--- config.mk ---
export PLATFORM = sky130hd
export DESIGN_NAME = lsu_mem_ctrl
export DESIGN_NICKNAME = d
export VERILOG_FILES = /design/src/rtl/riscv_pkg.sv /design/src/rtl/lsu_load_extract.sv /design/src/rtl/lsu_mem_ctrl.sv
export SDC_FILE = /design/constraint.sdc
export NUM_CORES = 1
export LEC_CHECK = 0
export ABC_AREA = 1
export CORE_AREA = 2 2 172 157
export CTS_BUF_LIST = sky130_fd_sc_hd__clkbuf_2
export DETAILED_ROUTE_END_ITERATION = 8
export DIE_AREA = 0 0 174 159
export GPL_TIMING_DRIVEN = 1
export PLACE_DENSITY = 0.51
export REMOVE_ABC_BUFFERS = 1
export SYNTH_ARGS = -nofsm -noshare
export SYNTH_HDL_FRONTEND = slang
export SYNTH_SLANG_ARGS = --single-unit
--- constraint.sdc ---
create_clock -name clk -period 3.3 [get_ports clk]
set_input_delay 0.66 -clock clk [delete_from_list [all_inputs] [get_ports clk]]
set_output_delay 0.66 -clock clk [all_outputs]
set_load 0.01 [all_outputs]
--- src/rtl/riscv_pkg.sv ---
// Shared load/store encodings, LSU state type and alignment helpers.
// Consumers: lsu_mem_ctrl, lsu_load_extract.
package riscv_pkg;

    typedef enum logic [2:0] {
        LB  = 3'b000,
        LH  = 3'b001,
        LW  = 3'b010,
        LBU = 3'b100,
        LHU = 3'b101
    } l_func_e;

    typedef enum logic [2:0] {
        SB = 3'b000,
        SH = 3'b001,
        SW = 3'b010
    } s_func_e;

    typedef enum logic [2:0] {
        IDLE,
        REQ1,
        WAIT1,
        REQ2,
        WAIT2,
        RESP
    } lsu_state_t;

    // size is funct3[1:0]: 00 byte, 01 half, 10 word
    function automatic logic is_misaligned(input logic [1:0] size,
                                           input logic [1:0] off);
        logic mis;
        mis = 1'b0;
        unique case (size)
            2'b01:   mis = off[0];
            2'b10:   mis = |off;
            default: mis = 1'b0;
        endcase
        return mis;
    endfunction

    function automatic logic is_illegal(input logic       st,
                                        input logic [2:0] f3);
        logic ill;
        if (st) begin
            ill = (f3 > 3'b010);
        end else begin
            ill = (f3 == 3'b011) || (f3 == 3'b110) || (f3 == 3'b111);
        end
        return ill;
    endfunction

    function automatic logic [3:0] size_mask(input logic [1:0] size);
        logic [3:0] m;
        unique case (size)
            2'b00:   m = 4'b0001;
            2'b01:   m = 4'b0011;
            2'b10:   m = 4'b1111;
            default: m = 4'b0000;
        endcase
        return m;
    endfunction

    function automatic logic [31:0] repl_wdata(input logic [1:0]  size,
                                               input logic [31:0] wd);
        logic [31:0] r;
        unique case (size)
            2'b00:   r = {4{wd[7:0]}};
            2'b01:   r = {2{wd[15:0]}};
            default: r = wd;
        endcase
        return r;
    endfunction

endpackage

--- src/rtl/lsu_load_extract.sv ---
// Load lane select and sign/zero extension over a two-word little-endian
// window; the byte offset picks the first byte of the access.
module lsu_load_extract
    import riscv_pkg::*;
(
    input  logic [63:0] win_i,
    input  logic [1:0]  off_i,
    input  logic [2:0]  funct3_i,
    output logic [31:0] data_o
);

    logic [31:0] w;

    always_comb begin
        w      = win_i[{off_i, 3'b000} +: 32];
        data_o = w;
        unique case (l_func_e'(funct3_i))
            LB:      data_o = {{24{w[7]}}, w[7:0]};
            LH:      data_o = {{16{w[15]}}, w[15:0]};
            LW:      data_o = w;
            LBU:     data_o = {24'h000000, w[7:0]};
            LHU:     data_o = {16'h0000, w[15:0]};
            default: data_o = w;
        endcase
    end

endmodule

--- src/rtl/lsu_mem_ctrl.sv ---
// Multi-cycle load/store sequencer onto a request/grant data-memory port.
// Define LSU_MISALIGN_SPLIT_EN to split word-crossing accesses in two.
module lsu_mem_ctrl
    import riscv_pkg::*;
#(
    parameter int TIMEOUT_CYCLES = 16,
    parameter int ADDR_W         = 32
) (
    input  logic              clk,
    input  logic              reset,
    input  logic              req_valid,
    output logic              req_ready,
    input  logic              is_store,
    input  logic [2:0]        funct3,
    input  logic [ADDR_W-1:0] addr,
    input  logic [31:0]       wdata,
    output logic              resp_valid,
    output logic [31:0]       rdata,
    output logic              fault,
    output logic              stall,
    output logic              mem_req,
    output logic              mem_we,
    output logic [ADDR_W-1:0] mem_addr,
    output logic [3:0]        mem_be,
    output logic [31:0]       mem_wdata,
    input  logic              mem_gnt,
    input  logic              mem_rvalid,
    input  logic [31:0]       mem_rdata
);

    localparam int CNT_W = $clog2(TIMEOUT_CYCLES + 1);
    localparam logic [CNT_W-1:0] CNT_LAST = CNT_W'(TIMEOUT_CYCLES - 1);

    lsu_state_t        state_q;
    logic              store_q;
    logic [2:0]        f3_q;
    logic [1:0]        off_q;
    logic              split_q;
    logic [3:0]        be1_q;
    logic [31:0]       wd1_q;
    logic [31:0]       word0_q;
    logic [CNT_W-1:0]  cnt_q;

    logic              req_ready_q;
    logic              resp_valid_q;
    logic [31:0]       rdata_q;
    logic              fault_q;
    logic              stall_q;
    logic              mem_req_q;
    logic              mem_we_q;
    logic [ADDR_W-1:0] mem_addr_q;
    logic [3:0]        mem_be_q;
    logic [31:0]       mem_wdata_q;

    logic [1:0]        off_w;
    logic [1:0]        size_w;
    logic              bad_w;
    logic              split_w;
    logic [3:0]        be0_w;
    logic [3:0]        be1_w;
    logic [31:0]       wd0_w;
    logic [31:0]       wd1_w;
    logic [63:0]       win_w;
    logic [31:0]       ext_w;
    logic              tmo_w;

    assign off_w  = addr[1:0];
    assign size_w = funct3[1:0];
    assign tmo_w  = (cnt_q == CNT_LAST);

`ifdef LSU_MISALIGN_SPLIT_EN
    logic [7:0]  mask_w;
    logic [63:0] wsh_w;

    always_comb begin
        mask_w  = {4'b0000, size_mask(size_w)} << off_w;
        wsh_w   = {32'h0, wdata} << {off_w, 3'b000};
        be0_w   = mask_w[3:0];
        be1_w   = mask_w[7:4];
        split_w = |mask_w[7:4];
        wd1_w   = wsh_w[63:32];
        bad_w   = is_illegal(is_store, funct3);
        wd0_w   = repl_wdata(size_w, wdata);
        if (is_misaligned(size_w, off_w)) begin
            wd0_w = wsh_w[31:0];
        end
    end
`else
    always_comb begin
        be0_w   = size_mask(size_w) << off_w;
        be1_w   = 4'b0000;
        split_w = 1'b0;
        wd0_w   = repl_wdata(size_w, wdata);
        wd1_w   = 32'h0;
        bad_w   = is_illegal(is_store, funct3) ||
                  is_misaligned(size_w, off_w);
    end
`endif

    // Second beat supplies the upper word of the window.
    assign win_w = (state_q == WAIT2) ? {mem_rdata, word0_q}
                                      : {32'h0, mem_rdata};

    lsu_load_extract u_extract (
        .win_i    (win_w),
        .off_i    (off_q),
        .funct3_i (f3_q),
        .data_o   (ext_w)
    );

    always_ff @(posedge clk) begin
        if (reset) begin
            state_q      <= IDLE;
            store_q      <= 1'b0;
            f3_q         <= 3'b000;
            off_q        <= 2'b00;
            split_q      <= 1'b0;
            be1_q        <= 4'b0000;
            wd1_q        <= 32'h0;
            word0_q      <= 32'h0;
            cnt_q        <= '0;
            req_ready_q  <= 1'b1;
            resp_valid_q <= 1'b0;
            rdata_q      <= 32'h0;
            fault_q      <= 1'b0;
            stall_q      <= 1'b0;
            mem_req_q    <= 1'b0;
            mem_we_q     <= 1'b0;
            mem_addr_q   <= '0;
            mem_be_q     <= 4'b0000;
            mem_wdata_q  <= 32'h0;
        end else begin
            resp_valid_q <= 1'b0;
            unique case (state_q)
                IDLE: begin
                    if (req_valid) begin
                        store_q     <= is_store;
                        f3_q        <= funct3;
                        off_q       <= off_w;
                        split_q     <= split_w;
                        be1_q       <= be1_w;
                        wd1_q       <= wd1_w;
                        req_ready_q <= 1'b0;
                        stall_q     <= 1'b1;
                        cnt_q       <= '0;
                        if (bad_w) begin
                            state_q      <= RESP;
                            resp_valid_q <= 1'b1;
                            fault_q      <= 1'b1;
                            rdata_q      <= 32'h0;
                        end else begin
                            state_q     <= REQ1;
                            mem_req_q   <= 1'b1;
                            mem_we_q    <= is_store;
                            mem_addr_q  <= {addr[ADDR_W-1:2], 2'b00};
                            mem_be_q    <= be0_w;
                            mem_wdata_q <= wd0_w;
                        end
                    end
                end
                REQ1, REQ2: begin
                    if (mem_gnt) begin
                        state_q   <= (state_q == REQ1) ? WAIT1 : WAIT2;
                        mem_req_q <= 1'b0;
                        cnt_q     <= '0;
                    end else if (tmo_w) begin
                        state_q      <= RESP;
                        mem_req_q    <= 1'b0;
                        resp_valid_q <= 1'b1;
                        fault_q      <= 1'b1;
                        rdata_q      <= 32'h0;
                    end else begin
                        cnt_q <= cnt_q + 1'b1;
                    end
                end
                WAIT1, WAIT2: begin
                    if (mem_rvalid) begin
                        word0_q <= mem_rdata;
                        cnt_q   <= '0;
                        if (state_q == WAIT1 && split_q) begin
                            state_q     <= REQ2;
                            mem_req_q   <= 1'b1;
                            mem_addr_q  <= mem_addr_q + ADDR_W'(4);
                            mem_be_q    <= be1_q;
                            mem_wdata_q <= wd1_q;
                        end else begin
                            state_q      <= RESP;
                            resp_valid_q <= 1'b1;
                            fault_q      <= 1'b0;
                            rdata_q      <= store_q ? 32'h0 : ext_w;
                        end
                    end else if (tmo_w) begin
                        state_q      <= RESP;
                        resp_valid_q <= 1'b1;
                        fault_q      <= 1'b1;
                        rdata_q      <= 32'h0;
                    end else begin
                        cnt_q <= cnt_q + 1'b1;
                    end
                end
                RESP: begin
                    state_q     <= IDLE;
                    rdata_q     <= 32'h0;
                    fault_q     <= 1'b0;
                    stall_q     <= 1'b0;
                    req_ready_q <= 1'b1;
                end
                default: begin
                    state_q <= IDLE;
                end
            endcase
        end
    end

    assign req_ready  = req_ready_q;
    assign resp_valid = resp_valid_q;
    assign rdata      = rdata_q;
    assign fault      = fault_q;
    assign stall      = stall_q;
    assign mem_req    = mem_req_q;
    assign mem_we     = mem_we_q;
    assign mem_addr   = mem_addr_q;
    assign mem_be     = mem_be_q;
    assign mem_wdata  = mem_wdata_q;

endmodule

==> run notes <==
Summary of the current implementation state.

- The starting density of the core is 29.56%, for reference.
- The top-level I/O count is 211, for reference.
- The total cells reported by yosys after synthesis is approximately 1100, for reference.
- The port buffer count is 208, for reference.
- The path category of the worst min-delay check is input port to flop, for reference.
- After layout, the minimum clock period comes to about 2.5 ns.
- For this floorplan the total number of well-tap instances is 348.
- The number of warnings the tools reported is 28, for reference.
- The number of sequential cells is roughly 150, for reference.
- The worst min-delay path startpoint is reset, for reference.
- The worst hold slack is approximately 0.35 ns, for reference.
- The tree built by TritonCTS fans out to 150 sinks.
- Per the repair_timing log after CTS, setup buffers inserted total 0.
- The initial antenna violation count was 1.
- The number of nets with antenna violations after detailed routing is 0, for reference.
- The combinational share of power is between 40 and 50%, for reference.
- The flow ran to the end, and the final reports show no timing, DRC or antenna violations.
- Hold analysis shows the worst path with a depth of 4.
- The antenna diode count is 1, for reference.
- Counting flops and latches in the post-synthesis netlist gives 150.
- The number of non-clock buffers is 227, for reference.
- The main area contributors are dfxtp_1 39%, o21ai_0 9.9%, nand2_1 9.7%.
- The violation count after the first detailed-routing iteration is 551, for reference.
- The total number of multi-input combinational cells is about 770, for reference.
- The endpoint arrival time on the critical path is 3.12 ns, for reference.
- Pins over their slew limit in the final report were tallied at 0.
- The final setup slack of the worst path is 0.8353 ns, for reference.
- The filler cells instantiated in the layout total 2733.
- The worst hold path terminates at mem_wdata[27]$_SDFFE_PP0P_.
- Measured along the y axis, the die boundary spans 159 µm.
- The highest fanout seen on the critical path is 37, for reference.
- Of the post-synthesis cell area, the dominant cell type holds around two fifths.
- The via count of the first global-routing pass is 7481, for reference.
- The synthesized instance count is 1096, for reference.
- The cell-mix breakdown from Yosys lists the adder-cell area share as less than 1%.
- The final hold violation count is 0, for reference.
- The flow reports that the clock network draws 17.2% of the design power.
- The CTS tree is built, for reference.
- The register area is 0.003004 mm², for reference.
- The data required time of the worst path is about 4 ns, for reference.
- The type of element capturing the critical path is a flop, for reference.
- The worst-case vdd ir drop is 0.3346 mV, for reference.
- Endpoints with negative setup slack in the final report add up to 0.
- The total number of cells along the worst setup path is 8, for reference.
- The final layout reports a setup TNS of 0 ns.
- Summing every instance area after synthesis gives 0.007622 mm².
- Once placement finished, the instance area stood at about 0.01 mm².
- The area growth from synthesis to layout is 33.24%.
- The synthesized-area fraction occupied by ao, oa, aoi and oai cells is 28.15%, for reference.
- For this run, the slowest stage of the critical path takes between 0.8 and 0.9 ns.
- Gates resized during post-CTS repair numbered 0.
- The cell-internal power is 3808 µW, for reference.
- The mean number of vias per cell is 4.760, for reference.
- Per the layout report, the design carries 17 clock buffers.
- The maximum clock frequency is a little over 0.4 GHz, for reference.
- The clock tree synthesis step divided the H-tree into 4 levels.
- The largest individual stage delay along the critical path comes from the cell dfxtp_1.
- Summed over all combinational cells, the power is 3300 µW.
- The final layout report lists a non-clock inverter count of about 96.
- The critical path starts at state_q[2]$_SDFFE_PP0N_.
- The synthesis report lists the Yosys warning total as 0.
- The flow reports power dissipated in sequential cells as 2410 µW.
- The number of detailed-route iterations in the first pass is 5, for reference.
- The switching power is 3090 µW, for reference.
- The family of cells with the greatest summed delay on the critical path is simple AND/OR/NAND/NOR gates, for reference.
- Per the layout area report, the combinational fraction of cell area is 37.80%.
- The dominant non-sequential cell family after synthesis is AND-OR/OR-AND gates, for reference.
- Between clock sinks in the finished design, the worst skew comes to 0.05401 ns.
- No sink is reached through more buffers than the 2 on the longest clock path.
- Across all register-to-register paths, the minimum setup slack is 0.84 ns.
- The sequential area share after synthesis is between 30% and 40%, for reference.
- In this run the critical path is formed by nand2_4, nand2_1, nand3_1, nand3_1, nand3_4, nand3_4, nand2_1, a21oi_2.
- The total die size is 0.02767 mm², for reference.
- In this run the worst setup path terminates at rdata[31]$_SDFFE_PP0P_.
- The half-perimeter wire length after placement is 18130 µm, for reference.
- The fraction of final cell area spent on non-clock buffers in this run is ~22%.
- By startpoint and endpoint, the worst setup path is classified as flop to flop.
- In this run the power density over the cells is 679.2 mW/mm².
- STA classifies the critical path startpoint as a flop.
- The final critical path takes up 74.69% of the cycle.
- The area fraction of clock buffers and clock inverters is 2.636%, for reference.
- The multiplexer fraction of the synthesized cell area is 0%, for reference.
- For reference, XOR and XNOR gates occupy 0% of the area reported after synthesis.
- According to the Yosys statistics, the synthesized design has a chip area of around 0.0076 mm².
- The maximum number of pins on one net before global-route repair is 98, for reference.
- Averaged over all synthesized cells, the footprint is 6.955 µm².
- The count of flip-flops with a built-in enable after synthesis is 0, for reference.
- The largest total area in the synthesized netlist belongs to dfxtp_1.
- Per the post-CTS timing run, clock transition at the registers of the reported paths is just over 0.3 ns.
- The first-pass GRT wire length is between 40000 and 50000 µm, for reference.
- Counting tap cells, the placed design contains a total of roughly 1600 instances.
- The synthesized-area fraction occupied by and/or/nand/nor cells is around a fifth, for reference.
- The final power report lists total power as around 7000 µW.
- Clock latency on the worst-skew pair, taken at its later pin, is slightly below 0.8 ns.
- The max capacitance violation total is 0, for reference.
- The power group with the largest share is combinational logic, for reference.
- The most area-hungry cell class in the final design is combinational gates, for reference.
- The distinct cell type count after synthesis is 45, for reference.
- The clock group power is 1190 µW, for reference.
==> cell usage in the layout, fill, tap and decap left out, types with 8 or more instances in the layout <==
cell | netlist | routed
inv_1 | 88 | 87
a21oi_1 | 131 | 131
clkdlybuf4s50_1 | 0 | 207
clkbuf_2 | 1 | 17
o21ai_0 | 151 | 151
nor2_1 | 98 | 98
dfxtp_1 | 150 | 149
buf_4 | 8 | 17
o21ai_1 | 21 | 21
a31oi_1 | 19 | 19
o211ai_1 | 29 | 29
nand2_1 | 197 | 197
nand3_1 | 59 | 59
a21oi_2 | 8 | 8
o22ai_1 | 8 | 8
==> per-layer routing <==
| metal | global-route usage [%] | part of all wire (%) |
|---|---|---|
| met5 | 0 | 0 |
| met4 | 4.584 | 1.6 |
| met3 | 8.286 | 11 |
| met2 | 29.08 | 43 |
| met1 | 23.61 | 44 |
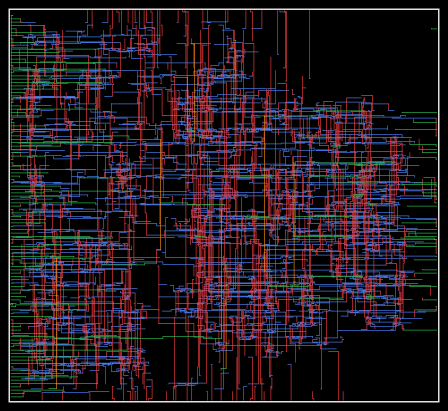
Figure 1: signal wires by layer.
Key: green = metal 3 [wire length 2840 µm]; orange = metal 4 [wire length 409 µm]; blue = metal 1 [wire length 11500 µm]; red = metal 2 [wire length 11100 µm]

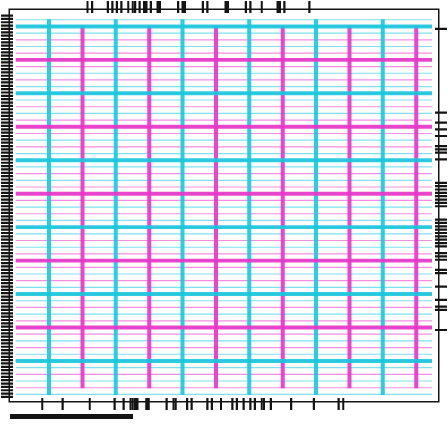
Figure 2: floorplan with the power grid.
The bar under the picture is 50 µm long. Pins as bars on the die edge.
Key: cyan = VSS; magenta = VDD
11 straps on met5. The core has 56 rows. 211 signal pins sit on the boundary. 12 straps on met4. 57 met1 rails follow the rows.

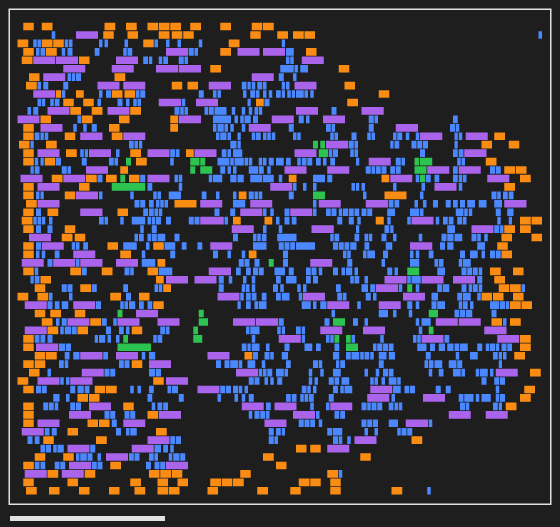
Figure 3: cells coloured by class.
The bar under the picture is 50 µm long.
Key: orange = remaining buffers and delay cells [cells 227]; blue = combinational and other logic [cells 868]; green = clock drivers and dummy loads [cells 31]; purple = sequential cells [cells 150]
standard-cell row count: 56
fraction of area in registers: 29.58%
core box area: 0.02578 mm²
final core utilization: 39.39%
Design Area, Final: 0.01016 mm²

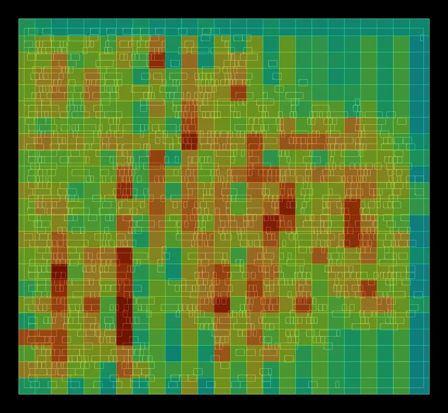
Figure 4: track usage over the die.
layer carrying the most global-route usage: met2
average routed wire per standard cell: 15.94 µm
All-Layer GR Usage: 18.66%
global-route met3 utilization: 8.286%
met1 usage: 23.61%

Power figures rest on the tool's default switching activity, not on a simulated workload.
